File: src/rtl/alp_pkg.sv
// Shared definitions for the ALP controller front-end: opcodes, sequencer
// state encoding and the default multiply COMP window length.
package alp_pkg;

    localparam logic [2:0] OP_ADD = 3'b000;
    localparam logic [2:0] OP_SUB = 3'b001;
    localparam logic [2:0] OP_MUL = 3'b010;
    localparam logic [2:0] OP_AND = 3'b011;
    localparam logic [2:0] OP_OR  = 3'b100;
    localparam logic [2:0] OP_XOR = 3'b101;
    localparam logic [2:0] OP_SHL = 3'b110;
    localparam logic [2:0] OP_SHR = 3'b111;

    // 1 start + 3*W worst-case Booth steps + 1 end, for W=4
    localparam int DEFAULT_MUL_CYCLES = 14;

    typedef enum logic [2:0] {
        S_IDLE  = 3'd0,
        S_LOAD  = 3'd1,
        S_EXEC  = 3'd2,
        S_CAPT  = 3'd3,
        S_RESP  = 3'd4,
        S_CLEAR = 3'd5
    } seq_state_t;

    function automatic int comp_cycles(input logic [2:0] op, input int mul_cycles);
        return (op == OP_MUL) ? mul_cycles : 1;
    endfunction

endpackage

File: src/rtl/alp_cmd_fifo.sv
// Small synchronous show-ahead FIFO for queued sequencer commands.
// A push while full is dropped, even if a pop happens in the same cycle.
module alp_cmd_fifo #(
    parameter int WIDTH = 12,
    parameter int DEPTH = 4
) (
    input  logic             clk,
    input  logic             rst_n,
    input  logic             push,
    input  logic [WIDTH-1:0] push_data,
    input  logic             pop,
    output logic [WIDTH-1:0] pop_data,
    output logic             full,
    output logic             empty
);

    localparam int AW = (DEPTH > 1) ? $clog2(DEPTH) : 1;

    logic [WIDTH-1:0] mem [DEPTH];
    logic [AW-1:0]    wr_ptr;
    logic [AW-1:0]    rd_ptr;
    logic [AW:0]      count;
    logic             do_push;
    logic             do_pop;

    assign full     = (count == (AW+1)'(DEPTH));
    assign empty    = (count == '0);
    assign do_push  = push && !full;
    assign do_pop   = pop && !empty;
    assign pop_data = mem[rd_ptr];

    always_ff @(posedge clk) begin
        if (do_push) begin
            mem[wr_ptr] <= push_data;
        end
    end

    always_ff @(posedge clk or negedge rst_n) begin
        if (!rst_n) begin
            wr_ptr <= '0;
            rd_ptr <= '0;
            count  <= '0;
        end else begin
            if (do_push) begin
                wr_ptr <= (wr_ptr == AW'(DEPTH - 1)) ? '0 : wr_ptr + AW'(1);
            end
            if (do_pop) begin
                rd_ptr <= (rd_ptr == AW'(DEPTH - 1)) ? '0 : rd_ptr + AW'(1);
            end
            case ({do_push, do_pop})
                2'b10:   count <= count + (AW+1)'(1);
                2'b01:   count <= count - (AW+1)'(1);
                default: count <= count;
            endcase
        end
    end

endmodule

File: src/rtl/alp_cmd_sequencer.sv
// Command front-end driving LOAD/COMP/CLR of the ALP controller and returning results.
// Define ALP_SEQ_CMD_FIFO_EN to buffer commands in an alp_cmd_fifo instance.
module alp_cmd_sequencer
    import alp_pkg::*;
#(
    parameter int W          = 4,
    parameter int MUL_CYCLES = DEFAULT_MUL_CYCLES,
    parameter int FIFO_DEPTH = 4
) (
    input  logic         clk,
    input  logic         rst_n,
    input  logic         cmd_valid,
    output logic         cmd_ready,
    input  logic [2:0]   cmd_op,
    input  logic         cmd_clr,
    input  logic [W-1:0] cmd_a,
    input  logic [W-1:0] cmd_b,
    output logic         alp_load,
    output logic         alp_comp,
    output logic         alp_clr,
    output logic [2:0]   alp_op,
    output logic [W-1:0] alp_data_a,
    output logic [W-1:0] alp_data_b,
    input  logic [W-1:0] r0_in,
    input  logic [W-1:0] r1_in,
    input  logic         err_in,
    output logic         rsp_valid,
    input  logic         rsp_ready,
    output logic [W-1:0] rsp_lo,
    output logic [W-1:0] rsp_hi,
    output logic         rsp_err,
    output logic         busy
);

    localparam int CNT_W = $clog2(MUL_CYCLES + 1);

    seq_state_t       state;
    logic [CNT_W-1:0] cnt;
    logic             head_valid;
    logic             head_clr;
    logic [2:0]       head_op;
    logic [W-1:0]     head_a;
    logic [W-1:0]     head_b;
    logic             take;

    assign take = (state == S_IDLE) && head_valid;

`ifdef ALP_SEQ_CMD_FIFO_EN
    localparam int ENTRY_W = 1 + 3 + 2 * W;

    logic               fifo_full;
    logic               fifo_empty;
    logic [ENTRY_W-1:0] fifo_head;

    assign cmd_ready  = !fifo_full;
    assign head_valid = !fifo_empty;
    assign {head_clr, head_op, head_a, head_b} = fifo_head;

    alp_cmd_fifo #(
        .WIDTH (ENTRY_W),
        .DEPTH (FIFO_DEPTH)
    ) u_cmd_fifo (
        .clk       (clk),
        .rst_n     (rst_n),
        .push      (cmd_valid && !fifo_full),
        .push_data ({cmd_clr, cmd_op, cmd_a, cmd_b}),
        .pop       (take),
        .pop_data  (fifo_head),
        .full      (fifo_full),
        .empty     (fifo_empty)
    );
`else
    logic ready_q;

    assign cmd_ready  = ready_q;
    assign head_valid = cmd_valid && ready_q;
    assign head_clr   = cmd_clr;
    assign head_op    = cmd_op;
    assign head_a     = cmd_a;
    assign head_b     = cmd_b;

    // Ready mirrors "next state is IDLE" so it is high exactly while IDLE.
    always_ff @(posedge clk or negedge rst_n) begin
        if (!rst_n) begin
            ready_q <= 1'b1;
        end else if (take) begin
            ready_q <= 1'b0;
        end else if ((state == S_RESP && rsp_ready) || state == S_CLEAR) begin
            ready_q <= 1'b1;
        end
    end
`endif

    always_ff @(posedge clk or negedge rst_n) begin
        if (!rst_n) begin
            state      <= S_IDLE;
            cnt        <= '0;
            alp_load   <= 1'b0;
            alp_comp   <= 1'b0;
            alp_clr    <= 1'b0;
            alp_op     <= '0;
            alp_data_a <= '0;
            alp_data_b <= '0;
            rsp_valid  <= 1'b0;
            rsp_lo     <= '0;
            rsp_hi     <= '0;
            rsp_err    <= 1'b0;
            busy       <= 1'b0;
        end else begin
            alp_load <= 1'b0;
            alp_clr  <= 1'b0;
            case (state)
                S_IDLE: begin
                    if (take) begin
                        busy <= 1'b1;
                        if (head_clr) begin
                            state   <= S_CLEAR;
                            alp_clr <= 1'b1;
                        end else begin
                            state      <= S_LOAD;
                            alp_load   <= 1'b1;
                            alp_op     <= head_op;
                            alp_data_a <= head_a;
                            alp_data_b <= head_b;
                            cnt        <= CNT_W'(comp_cycles(head_op, MUL_CYCLES) - 1);
                        end
                    end
                end
                S_LOAD: begin
                    state    <= S_EXEC;
                    alp_comp <= 1'b1;
                end
                // Counter holds remaining COMP cycles after the current one.
                S_EXEC: begin
                    if (cnt == '0) begin
                        state    <= S_CAPT;
                        alp_comp <= 1'b0;
                    end else begin
                        cnt <= cnt - CNT_W'(1);
                    end
                end
                S_CAPT: begin
                    state     <= S_RESP;
                    rsp_valid <= 1'b1;
                    rsp_lo    <= r0_in;
                    rsp_hi    <= (alp_op == OP_MUL) ? r1_in : '0;
                    rsp_err   <= err_in;
                end
                S_RESP: begin
                    if (rsp_ready) begin
                        state     <= S_IDLE;
                        rsp_valid <= 1'b0;
                        busy      <= 1'b0;
                    end
                end
                S_CLEAR: begin
                    state <= S_IDLE;
                    busy  <= 1'b0;
                end
                default: begin
                    state    <= S_IDLE;
                    alp_comp <= 1'b0;
                    busy     <= 1'b0;
                end
            endcase
        end
    end

endmodule

File: config.mk
export PLATFORM = sky130hd
export DESIGN_NAME = alp_cmd_sequencer
export DESIGN_NICKNAME = d
export VERILOG_FILES = /design/src/rtl/alp_pkg.sv /design/src/rtl/alp_cmd_fifo.sv /design/src/rtl/alp_cmd_sequencer.sv
export SDC_FILE = /design/constraint.sdc
export NUM_CORES = 1
export LEC_CHECK = 0
export ABC_AREA = 1
export CAP_MARGIN = 20
export CORE_ASPECT_RATIO = 0.8
export CORE_UTILIZATION = 40
export DETAILED_ROUTE_END_ITERATION = 12
export PLACE_DENSITY = 0.81
export REMOVE_ABC_BUFFERS = 1
export SLEW_MARGIN = 0
export SYNTH_ARGS = -nofsm -noshare
export SYNTH_HDL_FRONTEND = slang
export SYNTH_SLANG_ARGS = --single-unit
File: constraint.sdc
create_clock -name clk -period 1.41 [get_ports clk]
set_clock_uncertainty 0.1 [all_clocks]
set_input_delay 0.3525 -clock clk [delete_from_list [all_inputs] [get_ports clk]]
set_output_delay 0.3525 -clock clk [all_outputs]
set_load 0.05 [all_outputs]
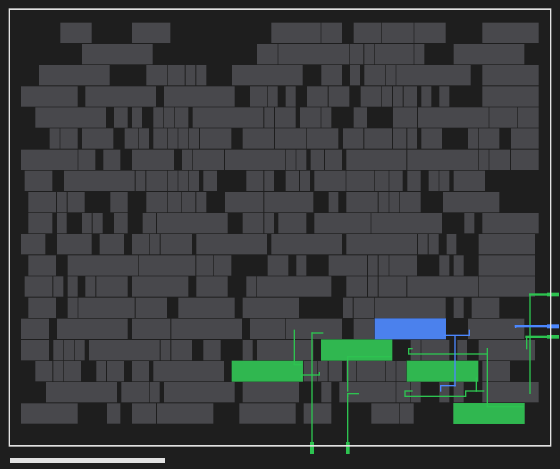
*I/O nets highlighted*
Bar = 20 um.
legend:
  rsp_hi:
    colour: green
    direction: output
    end_cells: 4
    buffers: 4
    wire: 97.9 um
  rsp_err:
    colour: blue
    direction: output
    end_cells: 1
    buffers: 1
    wire: 17.1 um
Top Ports: 51
port bufs: 50

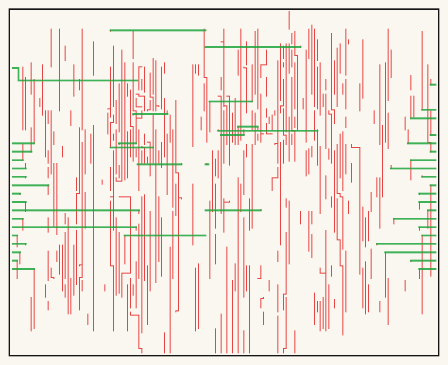
*Routed metal, one colour a layer*
Only two layers are drawn.
legend:
  met2:
    colour: red
    wire_length: 2140 um
  met3:
    colour: green
    wire_length: 268 um
via total after detailed routing: 1470
detailed-route wire length per cell: 13.5 um
sum of routed wire length over all layers: 4080 um
total global routing track utilization: 22.5%

==> flow_summary.toml <==
# generated from flow reports
[power]
cellPowerDensity_nw_per_um2 = 2530
p_switching_w = 0.00312
power.share.switching_pct = 44.9
seqPwrFrac_pct = 26.7
power.total_w = 0.00694
p_int_w = 0.00382

[die]
rows = 19
floorplan.die_area_um2 = 3890
tap-cell-count = 42
floorplan.die.height_um = 56.0

[critical_path]
worst_r2r_path_depth = 7
crit_required_ns = 0.96
crit_path_top_delay_cell = "sky130_fd_sc_hd__dfstp_2"
path_class = "reg -> out"
cp-end-kind = "output pin"
critPathArrivalTime_ns = 1.05
path_delay_family = "flip-flops"
critical_path_buf_inv_count = 2
r2r_end = "alp_op[1]$_DFFE_PN0P_"
startpoint_type = "register"
cp-endpoint = "cmd_ready"

[yosys]
synthArstFlopShare_pct = 100
synth_top_area_share_pct = 54.9
synth.largest_area_cell = "sky130_fd_sc_hd__dfrtp_1"
synth-seq-area-share_pct = 56.7
post_synth_instance_area_um2 = 1460
synth-simple-area-share_pct = 29.6
synth_warnings = 0
yosys_adder_share_pct = 0.858
synth_cell_types = 22
synth.comb.largest_family = "simple AND/OR/NAND/NOR gates"

[final_layout]
fin_nets = 287
clkCellAreaFrac_pct = 2.69
share_of_the_final_layout_cell_area_in_multi_input_gates_pct = 24.1
fill_cells = 223
dominant_cells = "buffers"
clock_buffer_count = 5
non_clock_buffer_count = 82
postLayoutCoreUtil_pct = 79.7
area.share.sequential_pct = 30.1

[clock_network]
h-tree-depth = 2
path_clk_slew_ns = 0.07
cts_max_path_buffers = 2
post_cts_resize_count = 31
numClockSinks = 33
postCtsSetupRepairBufs = 5

[placement]
placed_area_um2 = 2430
placedCellCount = 286

[global_route]
number_of_global_route_vias_before_repair = 1455
grt.met2_usage_pct = 38.3
global_route_wire_length_before_repair_um = 6710
grt-busiest-layer = "met2"
globalRouteMet1Util_pct = 27.0
grt-ovfl-total = 0
antenna_found_initial = 0
use_met3_pct = 7.79

[outcome]
run_status = "finished with violations"
violations = "setup timing"

[sta]
setup-violations-final = 11
maxSlewHeadroom_pct = 79.9
fin_crit_ns = 1.50
worstMarginPinSlew_ns = 0.302
setup-tns-final_ns = -0.728
timing.final.ws_setup_ns = -0.0915
drv_slew = 0

[detailed_routing]
routedLengthMet1_um = 1630
vias_per_cell = 4.87
detailed_route_drc_error_count = 0
drtAntennaViolNets = 0

[flow_run]
maxCapViolCount = 0
stage_log_warnings = 27
power by group through the flow:
stage / clock network (W) / registers (W) / logic, W
finish: 0.000654 / 0.00186 / 0.00443
global placement: 0 / 0.00180 / 0.00388
floorplan: 0 / 0.00279 / 0.000848
CTS: 0.000667 / 0.00185 / 0.00420
detailed placement: 0 / 0.00183 / 0.00394
global route: 0.000716 / 0.00190 / 0.00468
worst register-to-register path, stage by stage (launching register included):
cell                      delay, ns
sky130_fd_sc_hd__dfrtp_1       0.42
sky130_fd_sc_hd__buf_6         0.14
sky130_fd_sc_hd__nor2_4        0.12
sky130_fd_sc_hd__buf_6         0.12
sky130_fd_sc_hd__nand4_4       0.19
sky130_fd_sc_hd__buf_6         0.19
sky130_fd_sc_hd__nand2_2       0.05
sky130_fd_sc_hd__nand2_1       0.05
Power figures rest on the tool's default switching activity, not on a simulated workload.
